### src/rtl/anthem_text_streamer.sv
// anthem_text_streamer: walks a fixed character ROM holding the anthem text
// and hands one ASCII character at a time to the display stage over a
// valid/ready interface, with a programmable gap between characters.
module anthem_text_streamer #(
  parameter int TEXT_LEN = 16,
  parameter int TICK_DIV = 4,
  parameter int LOOP     = 1,
  parameter int IDX_W    = 4
) (
  input  logic             clk,
  input  logic             rst,
  input  logic             en,
  output logic [7:0]       out_char,
  output logic             out_valid,
  input  logic             out_ready,
  output logic             out_last,
  output logic [IDX_W-1:0] index,
  output logic             busy
);

  localparam int PRE_W = $clog2(TICK_DIV) + 1;
  localparam logic [IDX_W-1:0] LAST_IDX = IDX_W'(TEXT_LEN - 1);
  localparam logic [PRE_W-1:0] PRE_TOP  = PRE_W'(TICK_DIV - 1);
  localparam logic             LOOP_EN  = (LOOP != 0);

  typedef enum logic [1:0] {
    ST_IDLE    = 2'd0,
    ST_WAIT    = 2'd1,
    ST_PRESENT = 2'd2
  } state_t;

  state_t           state_r;
  logic [PRE_W-1:0] pre_r;
  // Set when a non-looping pass has finished; blocks restart until en drops.
  logic             done_r;

  // Anthem text "SOY DE ZACAPA   " as ASCII.
  function automatic logic [7:0] rom_char(input logic [IDX_W-1:0] addr);
    logic [7:0] c;
    case (addr)
      IDX_W'(0):  c = 8'h53;
      IDX_W'(1):  c = 8'h4F;
      IDX_W'(2):  c = 8'h59;
      IDX_W'(3):  c = 8'h20;
      IDX_W'(4):  c = 8'h44;
      IDX_W'(5):  c = 8'h45;
      IDX_W'(6):  c = 8'h20;
      IDX_W'(7):  c = 8'h5A;
      IDX_W'(8):  c = 8'h41;
      IDX_W'(9):  c = 8'h43;
      IDX_W'(10): c = 8'h41;
      IDX_W'(11): c = 8'h50;
      IDX_W'(12): c = 8'h41;
      IDX_W'(13): c = 8'h20;
      IDX_W'(14): c = 8'h20;
      IDX_W'(15): c = 8'h20;
      default:    c = 8'h00;
    endcase
    return c;
  endfunction

  // Streaming FSM: pacing prescaler, character presentation and handshake.
  always_ff @(posedge clk or posedge rst) begin
    if (rst) begin
      state_r   <= ST_IDLE;
      pre_r     <= PRE_W'(0);
      done_r    <= 1'b0;
      index     <= IDX_W'(0);
      out_char  <= 8'h00;
      out_valid <= 1'b0;
      out_last  <= 1'b0;
      busy      <= 1'b0;
    end else begin
      case (state_r)
        ST_IDLE: begin
          if (en && !done_r) begin
            state_r <= ST_WAIT;
            pre_r   <= PRE_W'(0);
            busy    <= 1'b1;
          end else if (!en) begin
            done_r <= 1'b0;
          end else begin
            done_r <= done_r;
          end
        end
        ST_WAIT: begin
          if (!en) begin
            state_r <= ST_IDLE;
            pre_r   <= PRE_W'(0);
            busy    <= 1'b0;
          end else if (pre_r == PRE_TOP) begin
            state_r   <= ST_PRESENT;
            out_char  <= rom_char(index);
            out_valid <= 1'b1;
            out_last  <= (index == LAST_IDX);
          end else begin
            pre_r <= pre_r + PRE_W'(1);
          end
        end
        ST_PRESENT: begin
          // Character is held until the display stage takes it; en is ignored.
          if (out_ready) begin
            out_valid <= 1'b0;
            out_last  <= 1'b0;
            pre_r     <= PRE_W'(0);
            if (index == LAST_IDX) begin
              index  <= IDX_W'(0);
              done_r <= !LOOP_EN;
              if (LOOP_EN && en) begin
                state_r <= ST_WAIT;
              end else begin
                state_r <= ST_IDLE;
                busy    <= 1'b0;
              end
            end else begin
              index <= index + IDX_W'(1);
              if (en) begin
                state_r <= ST_WAIT;
              end else begin
                state_r <= ST_IDLE;
                busy    <= 1'b0;
              end
            end
          end else begin
            state_r <= ST_PRESENT;
          end
        end
        default: begin
          state_r   <= ST_IDLE;
          pre_r     <= PRE_W'(0);
          out_valid <= 1'b0;
          out_last  <= 1'b0;
          busy      <= 1'b0;
        end
      endcase
    end
  end

endmodule

### config.mk
export PLATFORM = sky130hd
export DESIGN_NAME = anthem_text_streamer
export DESIGN_NICKNAME = d
export VERILOG_FILES = /design/src/rtl/anthem_text_streamer.sv
export SDC_FILE = /design/constraint.sdc
export NUM_CORES = 1
export LEC_CHECK = 0
export ABC_CLOCK_PERIOD_IN_PS = 1400
export CELL_PAD_IN_SITES_DETAIL_PLACEMENT = 1
export CELL_PAD_IN_SITES_GLOBAL_PLACEMENT = 1
export CORE_ASPECT_RATIO = 1.1
export CORE_MARGIN = 3
export CORE_UTILIZATION = 36
export DETAILED_ROUTE_END_ITERATION = 10
export PLACE_DENSITY = 0.85
export SLEW_MARGIN = 0
export SYNTH_ARGS = -nofsm -noshare
export SYNTH_HDL_FRONTEND = slang
export SYNTH_SLANG_ARGS = --single-unit
### constraint.sdc
create_clock -name clk -period 1.4 [get_ports clk]
set_input_delay 0.28 -clock clk [delete_from_list [all_inputs] [get_ports clk]]
set_output_delay 0.28 -clock clk [all_outputs]
set_load 0.05 [all_outputs]
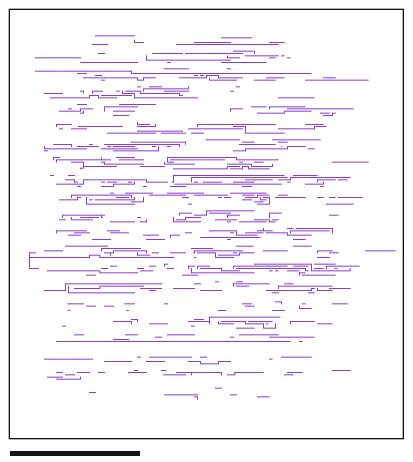
(run_1/layer_met1.png)
The bar under the picture is 20 um long.
share of all routed wire: 39%
main direction: horizontal
wire length on this layer: 1420 um
longest straight run: 35.9 um

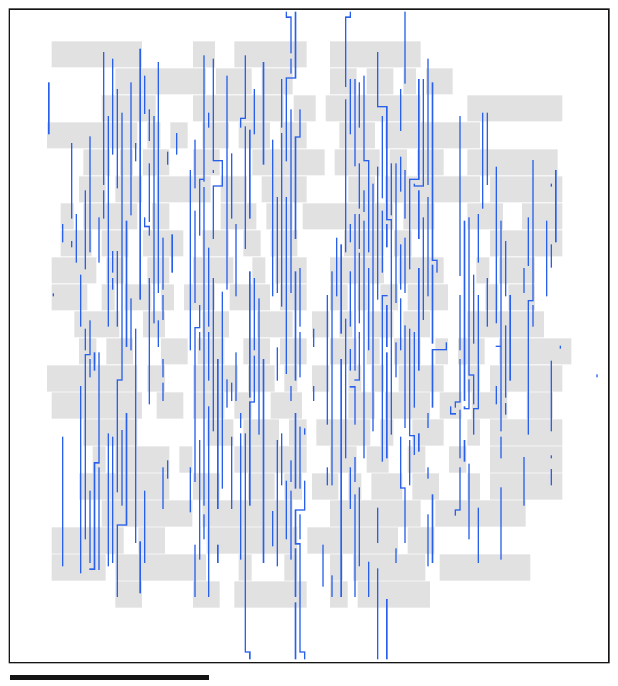
(run_1/layer_met2.png)
The bar under the picture is 20 um long. Cells faint in the background.
main direction: vertical
share of all routed wire: 57%
nets with wire on the layer: 176

==> results.toml, run 1 <==
# yosys + openroad results
[outcome]
outcome = "finished, violations left"
violations = "negative setup slack"

[synthesis]
syn-cell-area_sq_um = 1160
ys_seq_share_pct = 40.8
top_cell = "dfrtp_1"
synth_cells = 121
synth_stat.cells = 121
top_cells_by_count = "19 x dfrtp_1, 13 x ha_1, 12 x nand2_1"
yosys_warnings = 0
logic_family = "AND-OR/OR-AND gates"

[placement]
dp_cells = 189
numPortBuffers = 17
pre_cts_ws_ns = -0.268
place_area_sq_um = 1680
dpl.hpwl_um = 2580

[clocking]
cts_setup_buffers = 9
clock_sinks = 19
cts_buffers = 3
cts_max_level = 1

[power]
p_clk_w = 0.000291
switching_share_pct = 42.9
power-top-group = "combinational logic"
comb_power_share_pct = 65.3
p_int_w = 0.00186

[final_layout]
largest_class = "multi-input combinational cells"
comb_share_pct = 38.9
mostFrequentLayoutCell = "buf_4"
clock_buffers = 4
area_growth_pct = 65.5
finalInstanceArea_sq_um = 1930
nets = 191
layout.nonclk_buf_share_pct = 30.9
signal_buffers = 53
ff_latch_area_sq_um = 480
regMostFlops = "out_char"
layout_top_cells = "32 x buf_4, 15 x dfrtp_1, 14 x buf_12"

[setup_path]
rr_startpoint = "pre_r[0]"
required_ns = 1.63
cp_slowest_cell = "dfrtp_1"
crit_end = "pre_r[2]"
worstSetupEndpointType = "flop"
crit_chain = "ha_2 > ha_4 > nand3b_1 > or3_4 > o2bb2ai_2"
criticalPathCategory = "reg -> reg"
rr_worst_depth = 5
crit_arrival_ns = 1.80

[die]
num_io_pins = 19
fp.dieH_um = 65.7
rows = 21

[timing]
report.final.setup_viol = 12
finalMaxSlewViolations = 0
min_period_ns = 1.56
tns_ns = -1.01
hold_violations = 0
rsz0062_at_grt = "true"
setup_slack_ns = -0.164
fmax_mhz = 639

[route]
drt-met1-wl_um = 1420
wl_met3_um = 85
drt-total-wl_um = 3640

[run]
warning_count = 37

[global_routing]
grt_use_total_pct = 19.4
grt_max_degree = 20
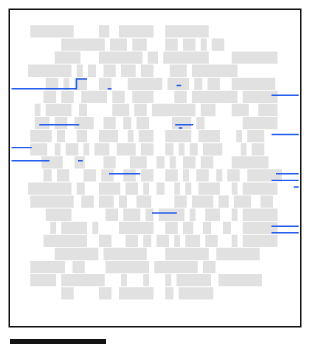
(run_1/layer_met3.png)
The bar under the picture is 20 um long. Cells faint in the background.
main direction: horizontal
wire length on this layer: 85.1 um
nets with wire on the layer: 14
share of all routed wire: 2.3%
longest straight run: 13.3 um

==> run 1 -> run 2 <==
- CORE_ASPECT_RATIO: 1.1 -> 0.6
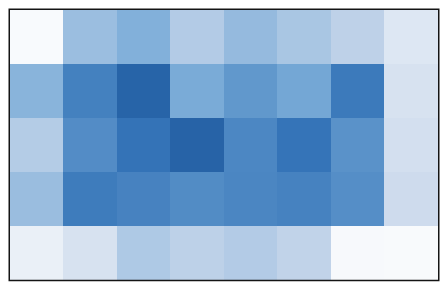
(run_2/cell_density.png)
The die is cut into 8 by 5 equal tiles; white is low, dark blue is high, 0 to 100% covered.
densest ninth of the die: center
emptiest ninth of the die: lower right
tiles over 75% full: 5.0%
fullest tile: 79%
mean over tiles: 44%

==> run 2 against run 1 <==
Effect of this change: the run still ends with negative setup slack left; critical path depth grew 1; non-clock buffer count shrank 14; first-iteration DRC count grew 23%; count of clock-buffer cells in the layout shrank 1; flip-flop count is the same; utilization shrank 2.7 points; via count shrank 6.8%; routed wire length grew 1.6%; largest cell class unchanged.
==> results.toml, run 2 <==
# yosys + openroad results
[timing]
tns_ns = -0.992
report.final.setup_viol = 11
finalMaxSlewViolations = 0
rsz0062_at_grt = "true"
setup_slack_ns = -0.174

[placement]
pre_cts_ws_ns = -0.240
place_area_sq_um = 1660
dpl.hpwl_um = 2520
dp_cells = 194
numPortBuffers = 17

[final_layout]
layout_top_cells = "20 x buf_4, 15 x dfrtp_1, 15 x buf_12"
regMostFlops = "out_char"
clock_buffers = 3
mostFrequentLayoutCell = "buf_4"
ff_latch_area_sq_um = 480
largest_class = "multi-input combinational cells"

[setup_path]
cp_slowest_cell = "dfrtp_1"
criticalPathCategory = "reg -> reg"
rr_startpoint = "state_r[1]"
rr_worst_depth = 6
required_ns = 1.54
crit_chain = "inv_2 > ha_2 > nand3_1 > buf_6 > a21oi_1 > a21oi_1"
worstSetupEndpointType = "flop"

[route]
wl_met3_um = 149
drt-total-wl_um = 3700

[die]
fp.dieH_um = 50.1
num_io_pins = 19
rows = 15

[synthesis]
top_cell = "dfrtp_1"
syn-cell-area_sq_um = 1160
synth_cells = 121

[outcome]
violations = "negative setup slack"
outcome = "finished, violations left"

[global_routing]
grt_use_total_pct = 18.6
grt_max_degree = 20

[clocking]
clock_sinks = 19
cts_setup_buffers = 1
cts_max_level = 1
cts_buffers = 3

[power]
comb_power_share_pct = 60.8
switching_share_pct = 43.3
power-top-group = "combinational logic"

[run]
warning_count = 37
==> run 2 -> run 3 <==
- MAX_ROUTING_LAYER: default -> met4
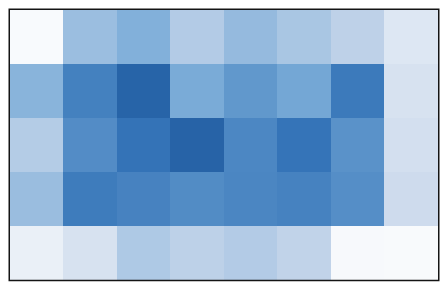
(run_3/cell_density.png)
The die is cut into 8 by 5 equal tiles; white is low, dark blue is high, 0 to 100% covered.
tiles over 75% full: 5.0%
fullest tile: 79%
emptiest ninth of the die: lower right
mean over tiles: 44%
densest ninth of the die: center

==> run 3 against run 2 <==
Effect of this change: the flow still finishes with violations (negative setup slack); critical endpoint is now state_r[1]; register-to-register slack barely moved; maximum frequency about the same; power barely moved; critical path depth decreased by 1; via count up 0.38%; routed wire length hardly changed.
==> results.toml, run 3 <==
# yosys + openroad results
[route]
drt-met1-wl_um = 1760
drt-total-wl_um = 3700
wl_met3_um = 145
wl_met2_um = 1750

[synthesis]
synth_stat.cells = 121
synth_cells = 121
logic_family = "AND-OR/OR-AND gates"
syn-cell-area_sq_um = 1160
yosys_warnings = 0
ys_seq_share_pct = 40.8

[placement]
place_area_sq_um = 1660
pre_cts_ws_ns = -0.240
dpl.hpwl_um = 2520
numPortBuffers = 17

[die]
fp.dieH_um = 50.1

[global_routing]
grt_use_total_pct = 19.1
grt_max_degree = 20

[setup_path]
cp_slowest_cell = "dfrtp_1"
rr_startpoint = "pre_r[1]"
rr_worst_depth = 5
worstSetupEndpointType = "flop"
crit_arrival_ns = 1.73
crit_end = "state_r[1]"
required_ns = 1.56
crit_chain = "ha_2 > ha_4 > nand3b_1 > nand2_1 > mux2_4"

[final_layout]
finalInstanceArea_sq_um = 1790
layout.nonclk_buf_share_pct = 27.5
nets = 177
area_growth_pct = 53.7
signal_buffers = 39
regMostFlops = "out_char"
comb_share_pct = 38.3
clock_buffers = 3
mostFrequentLayoutCell = "buf_4"
largest_class = "multi-input combinational cells"
layout_top_cells = "20 x buf_4, 15 x dfrtp_1, 15 x buf_12"

[outcome]
outcome = "finished, violations left"
violations = "negative setup slack"

[power]
p_clk_w = 0.000395
comb_power_share_pct = 60.8
switching_share_pct = 43.4
power-top-group = "combinational logic"
p_int_w = 0.00179

[clocking]
cts_setup_buffers = 1
cts_buffers = 3
cts_max_level = 1

[timing]
report.final.setup_viol = 11
rsz0062_at_grt = "true"
setup_slack_ns = -0.173
min_period_ns = 1.57
fmax_mhz = 636
finalMaxSlewViolations = 0
hold_violations = 0
Power is estimated from default activity; no workload was simulated.
